### config.mk
export PLATFORM = sky130hd
export DESIGN_NAME = usb_cdc_tx_arbiter
export DESIGN_NICKNAME = d
export VERILOG_FILES = /design/src/rtl/usb_cdc_pkg.sv /design/src/rtl/usb_cdc_rr_picker.sv /design/src/rtl/usb_cdc_tx_arbiter.sv
export SDC_FILE = /design/constraint.sdc
export NUM_CORES = 1
export LEC_CHECK = 0
export ABC_AREA = 0
export CAP_MARGIN = 20
export CORE_ASPECT_RATIO = 2
export CORE_MARGIN = 4
export CORE_UTILIZATION = 41
export DETAILED_ROUTE_END_ITERATION = 8
export PLACE_DENSITY = 0.87
export SLEW_MARGIN = 20
export SYNTH_ARGS = -nofsm -noshare
export SYNTH_HDL_FRONTEND = slang
export SYNTH_HIERARCHICAL = 1
export SYNTH_SLANG_ARGS = --single-unit
### constraint.sdc
create_clock -name clk -period 2.2 [get_ports clk]
set_input_delay 0.55 -clock clk [delete_from_list [all_inputs] [get_ports clk]]
set_output_delay 0.55 -clock clk [all_outputs]
set_load 0.005 [all_outputs]
### src/rtl/usb_cdc_pkg.sv
// Shared definitions for the USB CDC TX arbiter: state encoding, byte width
// and the index-width helper used for owner / timeout_id fields.
package usb_cdc_pkg;

  typedef enum logic {
    IDLE  = 1'b0,
    GRANT = 1'b1
  } arb_state_e;

  localparam int CDC_BYTE_W = 8;

  // Index width that never collapses to zero bits, so a 2-requester build
  // still gets a legal 1-bit id field.
  function automatic int clog2_min1(input int n);
    return (n <= 2) ? 1 : $clog2(n);
  endfunction

endpackage

### src/rtl/usb_cdc_rr_picker.sv
// Rotate-priority picker: returns the first asserted request found when
// searching upward from last_i+1, wrapping modulo NREQ. Purely combinational;
// any strict-priority override is layered on by the caller.
module usb_cdc_rr_picker
  import usb_cdc_pkg::*;
#(
  parameter int NREQ = 4,
  parameter int IW   = clog2_min1(NREQ)
) (
  input  logic [NREQ-1:0] req_i,
  input  logic [IW-1:0]   last_i,
  output logic [NREQ-1:0] onehot_o,
  output logic [IW-1:0]   idx_o
);

  // Walk the NREQ candidates in rotated order and latch onto the first hit.
  always_comb begin
    logic          found;
    logic [IW-1:0] cand;
    onehot_o = '0;
    idx_o    = '0;
    found    = 1'b0;
    cand     = '0;
    for (int k = 1; k <= NREQ; k++) begin
      cand = IW'((int'(last_i) + k) % NREQ);
      if (!found && req_i[cand]) begin
        found          = 1'b1;
        idx_o          = cand;
        onehot_o[cand] = 1'b1;
      end
    end
  end

endmodule

### src/rtl/usb_cdc_tx_arbiter.sv
// Packet-aware round-robin arbiter sharing the CDC TX FIFO write port between
// NREQ byte-stream requesters. A grant is held until the owner's last beat or
// until the stall watchdog fires after TIMEOUT starved cycles.
// Optional build macro USB_CDC_TX_ARB_PRIO_EN: requester 0 wins every packet
// boundary at which it is valid; the rest stay round-robin among themselves.
module usb_cdc_tx_arbiter
  import usb_cdc_pkg::*;
#(
  parameter int NREQ    = 4,
  parameter int TIMEOUT = 256,
  parameter int TW      = 9
) (
  input  logic                         clk,
  input  logic                         rst_n,
  input  logic                         en,
  input  logic [NREQ-1:0]              req_valid,
  input  logic [CDC_BYTE_W*NREQ-1:0]   req_data,
  input  logic [NREQ-1:0]              req_last,
  output logic [NREQ-1:0]              req_ready,
  input  logic                         tx_fifo_full,
  output logic                         tx_fifo_wr,
  output logic [CDC_BYTE_W-1:0]        tx_fifo_wdata,
  output logic [NREQ-1:0]              grant,
  output logic                         busy,
  output logic                         timeout_pulse,
  output logic [clog2_min1(NREQ)-1:0]  timeout_id
);

  localparam int IW = clog2_min1(NREQ);

  arb_state_e            state_q;
  logic [NREQ-1:0]       grant_q;
  logic [IW-1:0]         owner_q;
  logic [IW-1:0]         last_owner_q;
  logic [IW-1:0]         timeout_id_q;
  logic [TW-1:0]         stall_q;
  logic                  timeout_pulse_q;

  // Per-requester byte lanes, so the owner's byte is a plain array lookup.
  logic [CDC_BYTE_W-1:0] lane_data [NREQ];

  generate
    for (genvar gi = 0; gi < NREQ; gi++) begin : g_lane
      assign lane_data[gi] = req_data[gi*CDC_BYTE_W +: CDC_BYTE_W];
    end
  endgenerate

  // Arbitration choice for the next packet boundary.
  logic [NREQ-1:0] rr_req;
  logic [NREQ-1:0] rr_onehot;
  logic [IW-1:0]   rr_idx;
  logic [NREQ-1:0] pick_onehot;
  logic [IW-1:0]   pick_idx;

`ifdef USB_CDC_TX_ARB_PRIO_EN
  // Requester 0 bypasses the rotation; the picker only arbitrates the others.
  assign rr_req      = req_valid & ~NREQ'(1);
  assign pick_onehot = req_valid[0] ? NREQ'(1) : rr_onehot;
  assign pick_idx    = req_valid[0] ? '0 : rr_idx;
`else
  assign rr_req      = req_valid;
  assign pick_onehot = rr_onehot;
  assign pick_idx    = rr_idx;
`endif

  usb_cdc_rr_picker #(
    .NREQ (NREQ),
    .IW   (IW)
  ) u_picker (
    .req_i    (rr_req),
    .last_i   (last_owner_q),
    .onehot_o (rr_onehot),
    .idx_o    (rr_idx)
  );

  // Datapath qualifiers for the current owner. rst_n is folded in so that a
  // reset cycle landing mid-packet never issues a FIFO write.
  logic in_grant;
  logic can_move;
  logic owner_valid;
  logic owner_last;
  logic accept;
  logic starve;
  logic stall_hit;

  assign in_grant    = (state_q == GRANT);
  assign can_move    = in_grant & rst_n & en & ~tx_fifo_full;
  assign owner_valid = req_valid[owner_q];
  assign owner_last  = req_last[owner_q];
  assign accept      = can_move & owner_valid;
  // Backpressure and en=0 both clear can_move, so they freeze the watchdog.
  assign starve      = can_move & ~owner_valid;
  assign stall_hit   = (stall_q == TW'(TIMEOUT - 1));

  assign req_ready     = {NREQ{can_move}} & grant_q;
  assign tx_fifo_wr    = accept;
  assign tx_fifo_wdata = in_grant ? lane_data[owner_q] : '0;
  assign grant         = grant_q;
  assign busy          = in_grant;
  assign timeout_pulse = timeout_pulse_q;
  assign timeout_id    = timeout_id_q;

  // Arbiter FSM: grant at a boundary, hold for the packet, release on last or watchdog.
  always_ff @(posedge clk) begin
    if (!rst_n) begin
      state_q         <= IDLE;
      grant_q         <= '0;
      owner_q         <= '0;
      last_owner_q    <= IW'(NREQ - 1);
      stall_q         <= '0;
      timeout_pulse_q <= 1'b0;
      timeout_id_q    <= '0;
    end else begin
      timeout_pulse_q <= 1'b0;
      case (state_q)
        IDLE: begin
          if (en && (|req_valid)) begin
            state_q <= GRANT;
            grant_q <= pick_onehot;
            owner_q <= pick_idx;
            stall_q <= '0;
          end
        end
        GRANT: begin
          if (accept) begin
            // An accepted beat always beats a simultaneous watchdog expiry.
            stall_q <= '0;
            if (owner_last) begin
              state_q      <= IDLE;
              grant_q      <= '0;
              last_owner_q <= owner_q;
            end
          end else if (starve) begin
            if (stall_hit) begin
              state_q         <= IDLE;
              grant_q         <= '0;
              last_owner_q    <= owner_q;
              stall_q         <= '0;
              timeout_pulse_q <= 1'b1;
              timeout_id_q    <= owner_q;
            end else begin
              stall_q <= stall_q + TW'(1);
            end
          end
        end
        default: state_q <= IDLE;
      endcase
    end
  end

endmodule
==> results_slide.txt <==
Implementation Results

Status
  • Status: complete, no violations

Synth
  • Flops out of synthesis: 21
  • Yosys Instances: 191
  • Most frequent cells after synthesis: nand2_1, dfxtp_1, and2_1
  • Syn avg cell area: 9.472 sq um
  • Mapped Cells: 191
  • Top cells by area: dfxtp_1, mux4_2, ha_1
  • EDFF count, synth: 0
  • Top cell area share: 0.2324

Layout
  • Fill count: 367
  • Final-stage net count: 334
  • Layout overhead on the synthesized area: 49.24%
  • Final core occ: 0.6284
  • Logic area: 1324 sq um
  • Share of layout cells above drive strength 1: 0.2679
  • Top cell excl fill/tap: dlygate4sd2_1

Worst hold path
  • Hold Crit Start: stall_q[8]

Global routing
  • First-pass GRT wire length: 8535 um
  • Largest net degree at the start of global routing: 17
  • Number of global-route vias before repair: 1,949

Job
  • Max-cap viol count: 0

Drt
  • Top sig layer: met4
  • Remaining antenna violation count: 0

Placement
  • DP HPWL: approximately 4400 um
  • Pre-CTS WS: -0.4523 ns

Setup path
  • CP endpoint kind: output pin
  • Worst EP required: 1.65 ns
  • R2R depth: 6
  • WP data arrival: 1.56 ns

Floorplanning
  • # IOs: 65
  • Core footprint: 4297 sq um

Clocking
  • Num CTS Buffers: 3
  • Sink Count: 21
  • Clock-pin transition on the worst setup and hold timing paths: approximately 0.070 ns
  • TritonCTS clock tree: done
  • Skew-Pair Late Insertion Delay: 0.25 ns

Power and ir drop
  • PwrDens: 372.9 nW/um^2
  • Overall power: 0.001007 W

Final timing
  • PnR worst setup slack: 0.08510 ns
  • Final Hold Violation Tally: 0
  • Worst-margin pin slew: 0.3619 ns
worst max-delay path, stage by stage (launching register included):
cell and delay, ns:
dfxtp_1 0.34, buf_4 0.20, mux4_2 0.51, and2_1 0.14, buf_2 0.12
report_power, final:
| group | switching, W | leakage, nW | internal [W] |
|---|---|---|---|
| logic | 0.000154 | 0.989 | 0.000205 |
| registers | 0.0000108 | 0.170 | 0.000392 |
| clock network | 0.000116 | 0.0228 | 0.000129 |
| total | 0.000281 | 1.18 | 0.000726 |
repair_timing:
action / 4_1_cts / 5_1_grt
gates resized: 89 / 11
setup endpoints to repair: 14 / 5
setup buffers: 2 / 0
pin swaps: 10 / 2
hold buffers: 0 / 0
per-layer routing:
metal  vias to the layer above  GRT usage
met4                         0    0.08427
met2                        37     0.3951
li1                        895          -
met3                        11    0.02628
met5                         -          0
met1                       907     0.1993
metrics by stage:
stage	setup TNS, ns	hold slack, ns
2_1_floorplan	0	0.4114
3_3_place_gp	-7.640	0.4231
3_5_place_dp	-8.992	0.4322
4_1_cts	0	0.4442
5_1_grt	0	0.4817
6_report	0	0.4455
layout make-up:
cell class	instances	share of cell area
inverters	8	0.01112
clock buffers	4	0.01668
flip-flops and latches	21	0.1557
repair buffers	93	0.3003
diodes	1	0.0009268
well taps	54	0.02502
multi-input cells	154	0.4903
cell families after synthesis:
logic type                 synth area share
and+or+nand+nor                      0.2289
AOI/OAI and AO/OA                    0.2206
muxes                                0.2054
DFF                                  0.2324
buffers and inverters               0.04564
adders and majority gates           0.06224
xor gates and xnor gates           0.004842
flip-flops by register name, summed over array words and instances, names as in the netlist:
name,cells
timeout_id,2
stall_q,9
grant,4
busy,1
last_owner_q,2
timeout_pulse,1
owner_q,2
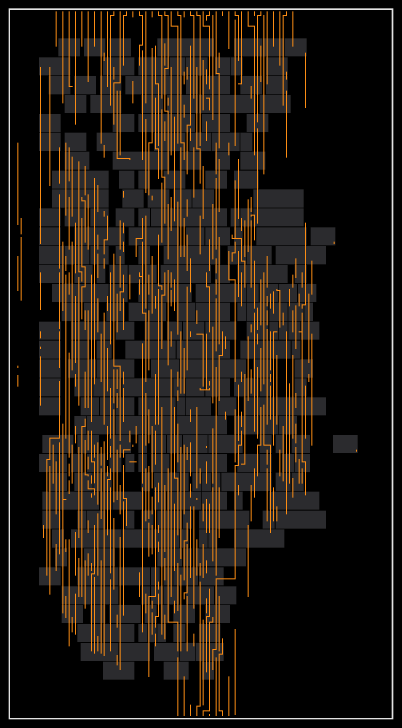
Fig. 1. Signal wires on met2.
share of all routed wire: 61%
main direction: vertical
wire length on this layer: 3,260 um

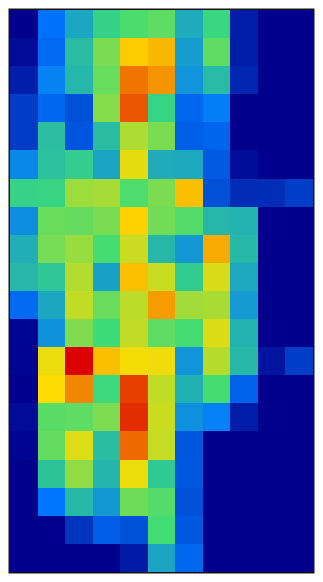
Fig. 2. Routed metal per tile.
The die is cut into 11 by 20 equal tiles; dark blue is low, red is high, scaled to the fullest tile. Values are wire area over tile area, all layers added.
densest ninth of the die: center
emptiest ninth of the die: south-east
nearly empty tiles: 28%
fullest tile: 0.45
tiles over half the peak: 32%
mean over tiles: 0.15
via count: 1,850
GR Util All Layers: 0.2037
drt wl/cell: 15.95 um
Routed WL: 5342 um

No activity file was given, so power comes from the tool's default toggle rates.
